==> run_1/final_congestion.png <==
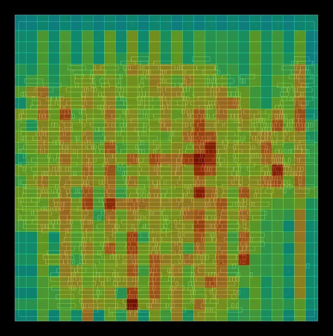
==> run_1/met3.png <==
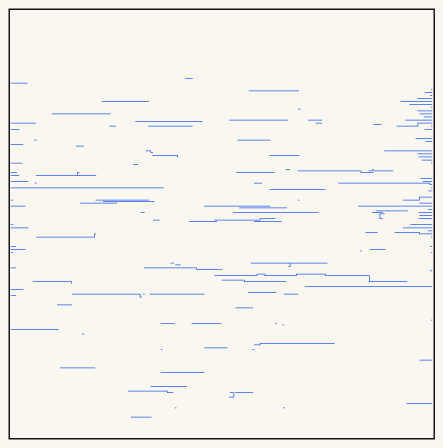
==> run_1/registers.png <==
Other sequential cells in the stronger grey, the rest of the logic in the fainter grey.
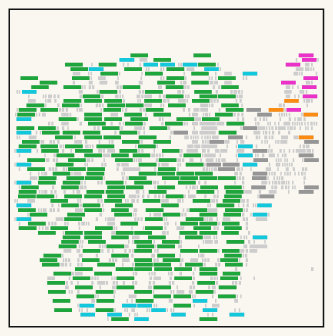
$ cat src/rtl/ulpb_tx_feeder_if.sv
// Signal bundle for ulpb_tx_feeder: the layer-side FIFO/control signals and the node TX handshake.
// The master modport is the feeder's view. The slave modport is the layer controller / node view.
interface ulpb_tx_feeder_if #(
    parameter int ADDR_WIDTH = 8,
    parameter int DATA_WIDTH = 32,
    parameter int PTR_WIDTH  = 3
);
    logic                  WR_EN;
    logic [DATA_WIDTH-1:0] WR_DATA;
    logic                  FULL;
    logic [PTR_WIDTH:0]    COUNT;
    logic [ADDR_WIDTH-1:0] MSG_ADDR;
    logic                  MSG_PRIORITY;
    logic                  START;
    logic                  BUSY;
    logic                  DONE;
    logic                  RESULT;
    logic [ADDR_WIDTH-1:0] TX_ADDR;
    logic [DATA_WIDTH-1:0] TX_DATA;
    logic                  TX_REQ;
    logic                  TX_ACK;
    logic                  TX_PEND;
    logic                  PRIORITY;
    logic                  TX_SUCC;
    logic                  TX_FAIL;
    logic                  TX_RESP_ACK;

    modport master (
        input  WR_EN, WR_DATA, MSG_ADDR, MSG_PRIORITY, START, TX_ACK, TX_SUCC, TX_FAIL,
        output FULL, COUNT, BUSY, DONE, RESULT, TX_ADDR, TX_DATA, TX_REQ, TX_PEND,
               PRIORITY, TX_RESP_ACK
    );

    modport slave (
        output WR_EN, WR_DATA, MSG_ADDR, MSG_PRIORITY, START, TX_ACK, TX_SUCC, TX_FAIL,
        input  FULL, COUNT, BUSY, DONE, RESULT, TX_ADDR, TX_DATA, TX_REQ, TX_PEND,
               PRIORITY, TX_RESP_ACK
    );
endinterface

$ cat src/rtl/ulpb_tx_feeder.sv
// ulpb_tx_feeder: buffers words in a local FIFO and streams one message per START
// to a ulpb_node32 TX port. Each word uses a 4-phase REQ/ACK handshake. The node's
// SUCC/FAIL response is acknowledged with TX_RESP_ACK.
// Optional feature macro: ULPB_TX_RETRY_EN. When it is defined, a failed message
// is resent up to MAX_RETRY times.
module ulpb_tx_feeder #(
    parameter int ADDR_WIDTH = 8,
    parameter int DATA_WIDTH = 32,
    parameter int DEPTH      = 8,
    parameter int PTR_WIDTH  = 3,
    parameter int MAX_RETRY  = 2
) (
    input  logic             CLK,
    input  logic             RESET,
    ulpb_tx_feeder_if.master bus
);
    typedef logic [PTR_WIDTH:0]   cnt_t;
    typedef logic [PTR_WIDTH-1:0] ptr_t;

    localparam cnt_t FullCnt = cnt_t'(DEPTH);
    localparam cnt_t OneCnt  = cnt_t'(1);

    if (DEPTH != (1 << PTR_WIDTH) || MAX_RETRY < 0) begin : g_cfg_check
        $error("ulpb_tx_feeder: DEPTH must equal 2**PTR_WIDTH and MAX_RETRY must be >= 0");
    end

    typedef enum logic [2:0] {
        S_IDLE,
        S_LOAD,
        S_REQ,
        S_ACKLO,
        S_RESP,
        S_RCLR
    } state_t;

    state_t                state_q, state_d;
    logic [DATA_WIDTH-1:0] mem_q [DEPTH];
    ptr_t                  wptr_q, wptr_d;
    ptr_t                  rptr_q, rptr_d;
    cnt_t                  count_q, count_d;
    cnt_t                  rem_q, rem_d;
    logic [ADDR_WIDTH-1:0] addr_q, addr_d;
    logic [DATA_WIDTH-1:0] data_q, data_d;
    logic                  req_q, req_d;
    logic                  pend_q, pend_d;
    logic                  prio_q, prio_d;
    logic                  busy_q, busy_d;
    logic                  done_q, done_d;
    logic                  result_q, result_d;
    logic                  rack_q, rack_d;
    logic                  full;
    logic                  push;
    logic                  pop;

`ifdef ULPB_TX_RETRY_EN
    localparam int RetryW = (MAX_RETRY < 2) ? 1 : $clog2(MAX_RETRY + 1);
    localparam logic [RetryW-1:0] RetryMax = RetryW'(MAX_RETRY);

    ptr_t              snap_q, snap_d;
    cnt_t              len_q, len_d;
    logic [RetryW-1:0] retry_q, retry_d;
    logic              free;
`endif

    assign full = (count_q == FullCnt);
    assign push = bus.WR_EN && !full;

    assign bus.FULL        = full;
    assign bus.COUNT       = count_q;
    assign bus.BUSY        = busy_q;
    assign bus.DONE        = done_q;
    assign bus.RESULT      = result_q;
    assign bus.TX_ADDR     = addr_q;
    assign bus.TX_DATA     = data_q;
    assign bus.TX_REQ      = req_q;
    assign bus.TX_PEND     = pend_q;
    assign bus.PRIORITY    = prio_q;
    assign bus.TX_RESP_ACK = rack_q;

    // FIFO storage write port. The LOAD state reads the head word combinationally.
    always_ff @(posedge CLK) begin
        if (push) begin
            mem_q[wptr_q] <= bus.WR_DATA;
        end
    end

    // FIFO write pointer and occupancy.
    always_comb begin
        wptr_d = push ? wptr_q + ptr_t'(1) : wptr_q;
`ifdef ULPB_TX_RETRY_EN
        // Slots stay occupied until the whole message is retired, so that a retry can re-read them.
        count_d = count_q + (push ? OneCnt : '0) - (free ? len_q : '0);
`else
        case ({push, pop})
            2'b10:   count_d = count_q + OneCnt;
            2'b01:   count_d = count_q - OneCnt;
            default: count_d = count_q;
        endcase
`endif
    end

    // Message FSM: next state, handshake outputs, and read-pointer movement.
    always_comb begin
        state_d  = state_q;
        rptr_d   = rptr_q;
        rem_d    = rem_q;
        addr_d   = addr_q;
        data_d   = data_q;
        req_d    = req_q;
        pend_d   = pend_q;
        prio_d   = prio_q;
        busy_d   = busy_q;
        done_d   = 1'b0;
        result_d = result_q;
        rack_d   = rack_q;
        pop      = 1'b0;
`ifdef ULPB_TX_RETRY_EN
        snap_d   = snap_q;
        len_d    = len_q;
        retry_d  = retry_q;
        free     = 1'b0;
`endif
        case (state_q)
            S_IDLE: begin
                if (bus.START && count_q != '0) begin
                    rem_d   = count_q;
                    addr_d  = bus.MSG_ADDR;
                    prio_d  = bus.MSG_PRIORITY;
                    busy_d  = 1'b1;
                    state_d = S_LOAD;
`ifdef ULPB_TX_RETRY_EN
                    snap_d  = rptr_q;
                    len_d   = count_q;
                    retry_d = '0;
`endif
                end
            end
            S_LOAD: begin
                data_d  = mem_q[rptr_q];
                pend_d  = (rem_q > OneCnt);
                req_d   = 1'b1;
                state_d = S_REQ;
            end
            S_REQ: begin
                if (bus.TX_ACK) begin
                    req_d   = 1'b0;
                    pop     = 1'b1;
                    rem_d   = rem_q - OneCnt;
                    state_d = S_ACKLO;
                end else if (bus.TX_FAIL) begin
                    req_d   = 1'b0;
                    state_d = S_RESP;
                end
            end
            S_ACKLO: begin
                if (bus.TX_FAIL) begin
                    state_d = S_RESP;
                end else if (!bus.TX_ACK) begin
                    state_d = (rem_q != '0) ? S_LOAD : S_RESP;
                end
            end
            S_RESP: begin
                if (bus.TX_SUCC || bus.TX_FAIL) begin
                    rack_d   = 1'b1;
                    result_d = bus.TX_SUCC && !bus.TX_FAIL;
                    state_d  = S_RCLR;
                end
            end
            S_RCLR: begin
`ifdef ULPB_TX_RETRY_EN
                if (!bus.TX_SUCC && !bus.TX_FAIL) begin
                    rack_d = 1'b0;
                    if (!result_q && retry_q < RetryMax) begin
                        retry_d = retry_q + 1'b1;
                        rptr_d  = snap_q;
                        rem_d   = len_q;
                        state_d = S_LOAD;
                    end else begin
                        // Retire the message. The read pointer may be mid-message after a final fail.
                        rptr_d  = snap_q + ptr_t'(len_q);
                        rem_d   = '0;
                        free    = 1'b1;
                        done_d  = 1'b1;
                        busy_d  = 1'b0;
                        prio_d  = 1'b0;
                        state_d = S_IDLE;
                    end
                end
`else
                // Unsent words of a failed message drain here, one per cycle, before DONE.
                if (rem_q != '0) begin
                    pop   = 1'b1;
                    rem_d = rem_q - OneCnt;
                end
                if (!bus.TX_SUCC && !bus.TX_FAIL && rem_q == '0) begin
                    rack_d  = 1'b0;
                    done_d  = 1'b1;
                    busy_d  = 1'b0;
                    prio_d  = 1'b0;
                    state_d = S_IDLE;
                end
`endif
            end
            default: state_d = S_IDLE;
        endcase
        if (pop) begin
            rptr_d = rptr_q + ptr_t'(1);
        end
    end

    // State and output registers. The reset is asynchronous, so TX_REQ drops immediately.
    always_ff @(posedge CLK or posedge RESET) begin
        if (RESET) begin
            state_q  <= S_IDLE;
            wptr_q   <= '0;
            rptr_q   <= '0;
            count_q  <= '0;
            rem_q    <= '0;
            addr_q   <= '0;
            data_q   <= '0;
            req_q    <= 1'b0;
            pend_q   <= 1'b0;
            prio_q   <= 1'b0;
            busy_q   <= 1'b0;
            done_q   <= 1'b0;
            result_q <= 1'b0;
            rack_q   <= 1'b0;
`ifdef ULPB_TX_RETRY_EN
            snap_q   <= '0;
            len_q    <= '0;
            retry_q  <= '0;
`endif
        end else begin
            state_q  <= state_d;
            wptr_q   <= wptr_d;
            rptr_q   <= rptr_d;
            count_q  <= count_d;
            rem_q    <= rem_d;
            addr_q   <= addr_d;
            data_q   <= data_d;
            req_q    <= req_d;
            pend_q   <= pend_d;
            prio_q   <= prio_d;
            busy_q   <= busy_d;
            done_q   <= done_d;
            result_q <= result_d;
            rack_q   <= rack_d;
`ifdef ULPB_TX_RETRY_EN
            snap_q   <= snap_d;
            len_q    <= len_d;
            retry_q  <= retry_d;
`endif
        end
    end
endmodule
$ cat src/flat_wrapper.sv
// flat-port wrapper written by rule: the top's interface ports become plain ports
module ulpb_tx_feeder_flat 
#(
    parameter int ADDR_WIDTH = 8,
    parameter int DATA_WIDTH = 32,
    parameter int DEPTH      = 8,
    parameter int PTR_WIDTH  = 3,
    parameter int MAX_RETRY  = 2
)
  (CLK, RESET, bus_WR_EN, bus_WR_DATA, bus_MSG_ADDR, bus_MSG_PRIORITY, bus_START, bus_TX_ACK, bus_TX_SUCC, bus_TX_FAIL, bus_FULL, bus_COUNT, bus_BUSY, bus_DONE, bus_RESULT, bus_TX_ADDR, bus_TX_DATA, bus_TX_REQ, bus_TX_PEND, bus_PRIORITY, bus_TX_RESP_ACK);
  ulpb_tx_feeder_if #(.ADDR_WIDTH(ADDR_WIDTH), .DATA_WIDTH(DATA_WIDTH), .PTR_WIDTH(PTR_WIDTH)) bus_i ();
  input  logic CLK;
  input  logic RESET;
  input wire logic [$bits(bus_i.WR_EN)-1:0] bus_WR_EN;
  input wire logic [$bits(bus_i.WR_DATA)-1:0] bus_WR_DATA;
  input wire logic [$bits(bus_i.MSG_ADDR)-1:0] bus_MSG_ADDR;
  input wire logic [$bits(bus_i.MSG_PRIORITY)-1:0] bus_MSG_PRIORITY;
  input wire logic [$bits(bus_i.START)-1:0] bus_START;
  input wire logic [$bits(bus_i.TX_ACK)-1:0] bus_TX_ACK;
  input wire logic [$bits(bus_i.TX_SUCC)-1:0] bus_TX_SUCC;
  input wire logic [$bits(bus_i.TX_FAIL)-1:0] bus_TX_FAIL;
  output wire logic [$bits(bus_i.FULL)-1:0] bus_FULL;
  output wire logic [$bits(bus_i.COUNT)-1:0] bus_COUNT;
  output wire logic [$bits(bus_i.BUSY)-1:0] bus_BUSY;
  output wire logic [$bits(bus_i.DONE)-1:0] bus_DONE;
  output wire logic [$bits(bus_i.RESULT)-1:0] bus_RESULT;
  output wire logic [$bits(bus_i.TX_ADDR)-1:0] bus_TX_ADDR;
  output wire logic [$bits(bus_i.TX_DATA)-1:0] bus_TX_DATA;
  output wire logic [$bits(bus_i.TX_REQ)-1:0] bus_TX_REQ;
  output wire logic [$bits(bus_i.TX_PEND)-1:0] bus_TX_PEND;
  output wire logic [$bits(bus_i.PRIORITY)-1:0] bus_PRIORITY;
  output wire logic [$bits(bus_i.TX_RESP_ACK)-1:0] bus_TX_RESP_ACK;
  assign bus_i.WR_EN = bus_WR_EN;
  assign bus_i.WR_DATA = bus_WR_DATA;
  assign bus_i.MSG_ADDR = bus_MSG_ADDR;
  assign bus_i.MSG_PRIORITY = bus_MSG_PRIORITY;
  assign bus_i.START = bus_START;
  assign bus_i.TX_ACK = bus_TX_ACK;
  assign bus_i.TX_SUCC = bus_TX_SUCC;
  assign bus_i.TX_FAIL = bus_TX_FAIL;
  assign bus_FULL = bus_i.FULL;
  assign bus_COUNT = bus_i.COUNT;
  assign bus_BUSY = bus_i.BUSY;
  assign bus_DONE = bus_i.DONE;
  assign bus_RESULT = bus_i.RESULT;
  assign bus_TX_ADDR = bus_i.TX_ADDR;
  assign bus_TX_DATA = bus_i.TX_DATA;
  assign bus_TX_REQ = bus_i.TX_REQ;
  assign bus_TX_PEND = bus_i.TX_PEND;
  assign bus_PRIORITY = bus_i.PRIORITY;
  assign bus_TX_RESP_ACK = bus_i.TX_RESP_ACK;
  ulpb_tx_feeder #(.ADDR_WIDTH(ADDR_WIDTH), .DATA_WIDTH(DATA_WIDTH), .DEPTH(DEPTH), .PTR_WIDTH(PTR_WIDTH), .MAX_RETRY(MAX_RETRY)) u_core (.CLK(CLK), .RESET(RESET), .bus(bus_i));
endmodule
$ cat config.mk
export PLATFORM = sky130hd
export DESIGN_NAME = ulpb_tx_feeder_flat
export DESIGN_NICKNAME = d
export VERILOG_FILES = /design/src/rtl/ulpb_tx_feeder_if.sv /design/src/rtl/ulpb_tx_feeder.sv /design/src/flat_wrapper.sv
export SDC_FILE = /design/constraint.sdc
export NUM_CORES = 1
export LEC_CHECK = 0
export ABC_AREA = 1
export CAP_MARGIN = 20
export CORE_AREA = 2 2 185 187
export CTS_BUF_LIST = sky130_fd_sc_hd__clkbuf_8
export CTS_CLUSTER_DIAMETER = 100
export DETAILED_ROUTE_END_ITERATION = 10
export DIE_AREA = 0 0 187 189
export DONT_BUFFER_PORTS = 1
export PLACE_DENSITY = 0.6
export REMOVE_ABC_BUFFERS = 1
export SYNTH_ARGS = -nofsm -noshare
export SYNTH_HDL_FRONTEND = slang
export SYNTH_SLANG_ARGS = --single-unit
$ cat constraint.sdc
create_clock -name CLK -period 4.8 [get_ports CLK]
set_input_delay 0.72 -clock CLK [delete_from_list [all_inputs] [get_ports CLK]]
set_output_delay 0.72 -clock CLK [all_outputs]
set_load 0.005 [all_outputs]
==> results.ini, run 1 <==
[run_status]
status = finished clean

[worst_setup_path]
path_delay_family = simple AND/OR/NAND/NOR gates
worst_setup_path_end_kind = register
crit_arrival_ps = 2770
criticalPathCategory = register to register
crit_path_max_incr_delay_ps = 880

[power]
pwr-share-seq_pct = 46.3
pwr-share-comb_pct = 27.6

[logic_synthesis]
post-synth-top-count-cell = edfxtp_1
synth_warnings = 0
synth_seq_share_pct = 70.66
ys_sh_xor_pct = 0.3331
ys_chip_area_um2 = 13150
ys_types = 26
synth_cells = 1121
compound_area_share_pct = 10.01
syn_area_per_cell_um2 = 11.73
area_leaders = edfxtp_1 58%, dfrtp_1 12%, nand2_1 5.5%

[grt]
grt_pass1_vias = 7890
grt_max_degree = 106
grt_usage_pct = 15.34
gr-total-overflow = 0
antenna_found_initial = 0

[die]
die_area_um2 = 35340
die_x_um = 187
coreArea_um2 = 33280

[clock_network]
htree_levels = 2
cts_tree = built

[route]
ant_nets = 0
firstDrtPassIters = 4

[sta]
max-slew-margin-rel_pct = 28.54
min_period_ps = 2584
finalClockPeriodUsage_pct = 53.84

[finish]
final_nets = 1187

[placement]
port_buffers = 0
hpwl_mm = 15.49

## Picture notes: final_congestion.png
GR Layer Usage met3: 3.596%
met2 Resource Use GR: 25.28%

## Picture notes: met3.png
The longest straight run is 67.4 um. 92 nets have wire on it. The wires run mostly horizontal. The layer carries 1590 um of wire. The layer holds 5.9% of the routed length.
via count: 8007
Detailed Route WL: 27.01 mm

## Picture notes: registers.png
Key: `u_core.bus.TX_DATA` = cyan [flops 32, where widely spread]; `u_core.bus.TX_ADDR` = magenta [flops 8, where top right]; `u_core.bus.COUNT` = orange [flops 4]; `u_core.mem_q` = green [flops 256]
Seq area share: 63.18%
Final Core Density: 44.21%
register area: 9296 um^2

## run 1: flip-flops by register name (all words and copies together), names as in the netlist
name	count
u_core.wptr_q	3
u_core.bus.TX_RESP_ACK	1
u_core.rem_q	4
u_core.bus.BUSY	1
u_core.bus.TX_PEND	1
u_core.bus.DONE	1
u_core.state_q	3
u_core.bus.TX_DATA	32
u_core.bus.PRIORITY	1
u_core.bus.TX_REQ	1
u_core.bus.COUNT	4
u_core.bus.RESULT	1
u_core.rptr_q	3
u_core.bus.TX_ADDR	8
u_core.mem_q	256
## run 1: worst paths after layout
check,slack (ps),to,startpoint
worst max register to register,2220,u_core.mem_q[5][1],u_core.bus.COUNT[0]
max in group asynchronous,3720,u_core.rptr_q[0],RESET
worst max-delay path,2220,u_core.mem_q[5][1],u_core.bus.COUNT[0]
worst min register to register,510,u_core.bus.TX_ADDR[0],u_core.bus.TX_ADDR[0]
worst min-delay path,120,u_core.bus.RESULT,RESET
min in group CLK,220,u_core.mem_q[2][19],bus_WR_DATA[19]
## run 1: layout make-up
type                            count  area [um^2]  share of cell area, %
Tap cell                          448        560.5                  3.810
Inverter                          169        635.6                  4.320
Multi-Input combinational cell    575         2980                  20.26
Timing Repair Buffer               13        215.2                  1.463
Clock inverter                     40        227.7                  1.548
Sequential cell                   320         9296                  63.18
Clock buffer                       58        798.3                  5.425
## run 1: worst register-to-register path, cell delays in order (launching register included)
cell and delay, ps:
dfrtp_1 490, nor2_1 100, nand3_1 90, nand2_1 190, inv_1 170, nand2_1 250
nor2_4 880
## run 1: cell usage in the layout, fill, tap and decap left out, types with 7 or more instances in the layout
cell,netlist,final
edfxtp_1,256,256
nand2_1,193,193
inv_1,166,182
nand3_1,112,112
o21ai_0,77,77
a21oi_1,67,67
o211ai_1,65,65
dfrtp_1,64,62
clkbuf_8,0,58
nor2_1,23,15
clkinv_1,0,13
nor2_4,2,10
o21ai_2,10,10
clkinv_2,0,7
ha_1,7,7
## run 1: layer usage
metal | global-route usage, % | vias to the layer above | part of all wire (%)
met5 | 0 | - | 0
met4 | 5.006 | 0 | 2.1
met3 | 3.596 | 47 | 5.9
met2 | 25.28 | 203 | 47
met1 | 20.10 | 3860 | 45
li1 | - | 3897 | -
## run 1: per-stage QoR
| step | setup slack, ps | instances | hold WS (ps) |
|---|---|---|---|
| global route | 1996 | 1623 | 145.0 |
| CTS | 2126 | 1619 | 109.2 |
| finish | 2216 | 1623 | 115.5 |
| detailed placement | 2137 | 1521 | 495.3 |
| floorplan | 45.76 | 1064 | 465.4 |
| global placement | 2176 | 1519 | 494.3 |
## run 1: kinds of logic after synthesis
logic type | after synthesis
simple gates | 340
flops | 320
buf+inv | 226
xor+xnor | 5
compound gates | 223
fa+ha+maj | 7
## run 1: power by group through the flow
stage          Combinational [uW]  Clock [uW]  Sequential (uW)
2_1_floorplan                1600           0             4180
3_3_place_gp                 2340           0             4110
3_5_place_dp                 2420           0             4120
4_1_cts                      2430        2360             4080
5_1_grt                      2780        2480             4140
6_report                     2420        2290             4060
==> run 2: changes to the inputs <==
==> constraint.sdc (replaced) <==
create_clock -name CLK -period 2.4 [get_ports CLK]
set_input_delay 0.36 -clock CLK [delete_from_list [all_inputs] [get_ports CLK]]
set_output_delay 0.36 -clock CLK [all_outputs]
set_load 0.005 [all_outputs]
==> run 2 against run 1 <==
Compared with the run above:
- count of clock-buffer cells in the layout shrank 1
- global-route usage is 0.83 points higher
- cell count rose by 3.7%
- total power grew 100%
- sequential share of layout area fell by 2.7 points
- clock skew increased by 12 ps
- via count is 2.9% higher
- sequential power up 96%
- critical endpoint is now u_core.mem_q[7][31]
==> results.ini, run 2 <==
[finish]
most-common-layout-cells = 256 x edfxtp_1, 193 x nand2_1, 181 x inv_1, 112 x nand3_1, 77 x o21ai_0
largest_register_ffs = 256  ; unchanged

[worst_setup_path]
crit_arrival_ps = 2440  ; -330 ps
startpoint = u_core.bus.COUNT[2]
r2r_start = u_core.bus.COUNT[2]
worst_setup_path_end_kind = register

[sta]
min_period_ps = 2165  ; -419.0 ps
hold_slack_ps = 51.12  ; -64.34 ps
max-slew-margin-rel_pct = 51.17  ; +23 points

[logic_synthesis]
syn_area_per_cell_um2 = 11.73  ; unchanged

[route]
wirelength_mm = 28.27  ; +4.7%
top_layer_used = met5
vias = 8237  ; +2.9%
ant_nets = 0  ; unchanged

[worst_hold_path]
hold_start = bus_TX_ACK

[die]
die_area_um2 = 35340  ; unchanged
coreArea_um2 = 33280  ; unchanged

[clock_network]
cts_tree = built

[run_status]
status = finished clean

[grt]
gr-total-overflow = 0  ; unchanged
grt_max_degree = 77  ; -27%

## run 2: worst max-delay path: cells and delay by family, from the launching register on
family	cells	cell delay, ps
buffers and inverters	3	480
DFF	1	430
and+or+nand+nor	4	930
## run 2: worst paths after layout
kind	end	slack, ps	cells after the start
worst max-delay path	u_core.mem_q[7][31]	230	7
worst min-delay path	u_core.state_q[1]	50	2
worst max register to register	u_core.mem_q[7][31]	230	7
worst min register to register	u_core.bus.TX_ADDR[0]	510	2
max in group asynchronous	u_core.wptr_q[2]	1490	3
min in group asynchronous	u_core.bus.TX_DATA[24]	260	2
## run 2: cells by family after synthesis
| family | share of synthesized area [%] |
|---|---|
| buffers and inverters | 7.120 |
| flip-flops | 70.66 |
| AND/OR/NAND/NOR | 11.20 |
| adder cells (fa/ha/maj) | 0.6663 |
| AND-OR/OR-AND | 10.01 |
| XOR/XNOR | 0.3331 |
## run 2: power breakdown
part | switching, uW | total, uW | leakage (uW) | internal (uW)
sequential | 732 | 7940 | 0.00310 | 7210
combinational | 3560 | 5440 | 0.00242 | 1880
clock | 2150 | 4570 | 0.000583 | 2420
total | 6450 | 18000 | 0.00611 | 11500
## run 2: what timing repair did
item / in CTS / in global routing
setup endpoints to repair: 0 / 1
gates resized: 0 / 2
hold endpoints to repair: 292 / 0
hold buffers: 46 / 0
## run 2: per-layer routing
layer / track usage, % / vias up
li1: - / 4018
met1: 21.64 / 3995
met2: 26.32 / 182
met3: 4.004 / 38
met4: 4.457 / 4
met5: 0 / -
## run 2: area by class of cell
type	instances	area [um^2]	area share [%]
clock inverter	41	236.5	1.539
timing repair buffer	73	863.3	5.620
sequential	320	9296	60.51
inverter	169	635.6	4.137
multi-input combinational	575	2985	19.43
tap	448	560.5	3.649
clock buffer	57	784.5	5.107
## run 2: metrics by stage
step                TNS [ps]  total power (uW)  instances  instance area [um^2]
finish                     0             17950       1683                 15360
floorplan            -169100             11190       1064                 12840
global route               0             19270       1683                 15360
CTS                        0             18180       1683                 15360
detailed placement         0             13440       1539                 13880
global placement           0             13320       1539                 13880
==> run_2/registers.png <==
Other sequential cells in the stronger grey, the rest of the logic in the fainter grey.
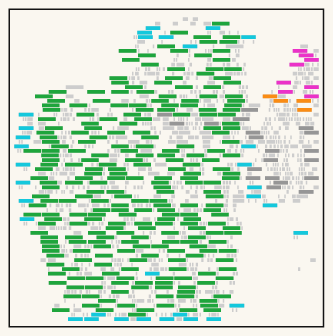
sequential power: 7940 uW
Final Core Density: 46.16%
Seq area share: 60.51%

No activity file was given, so power comes from the tool's default toggle rates.
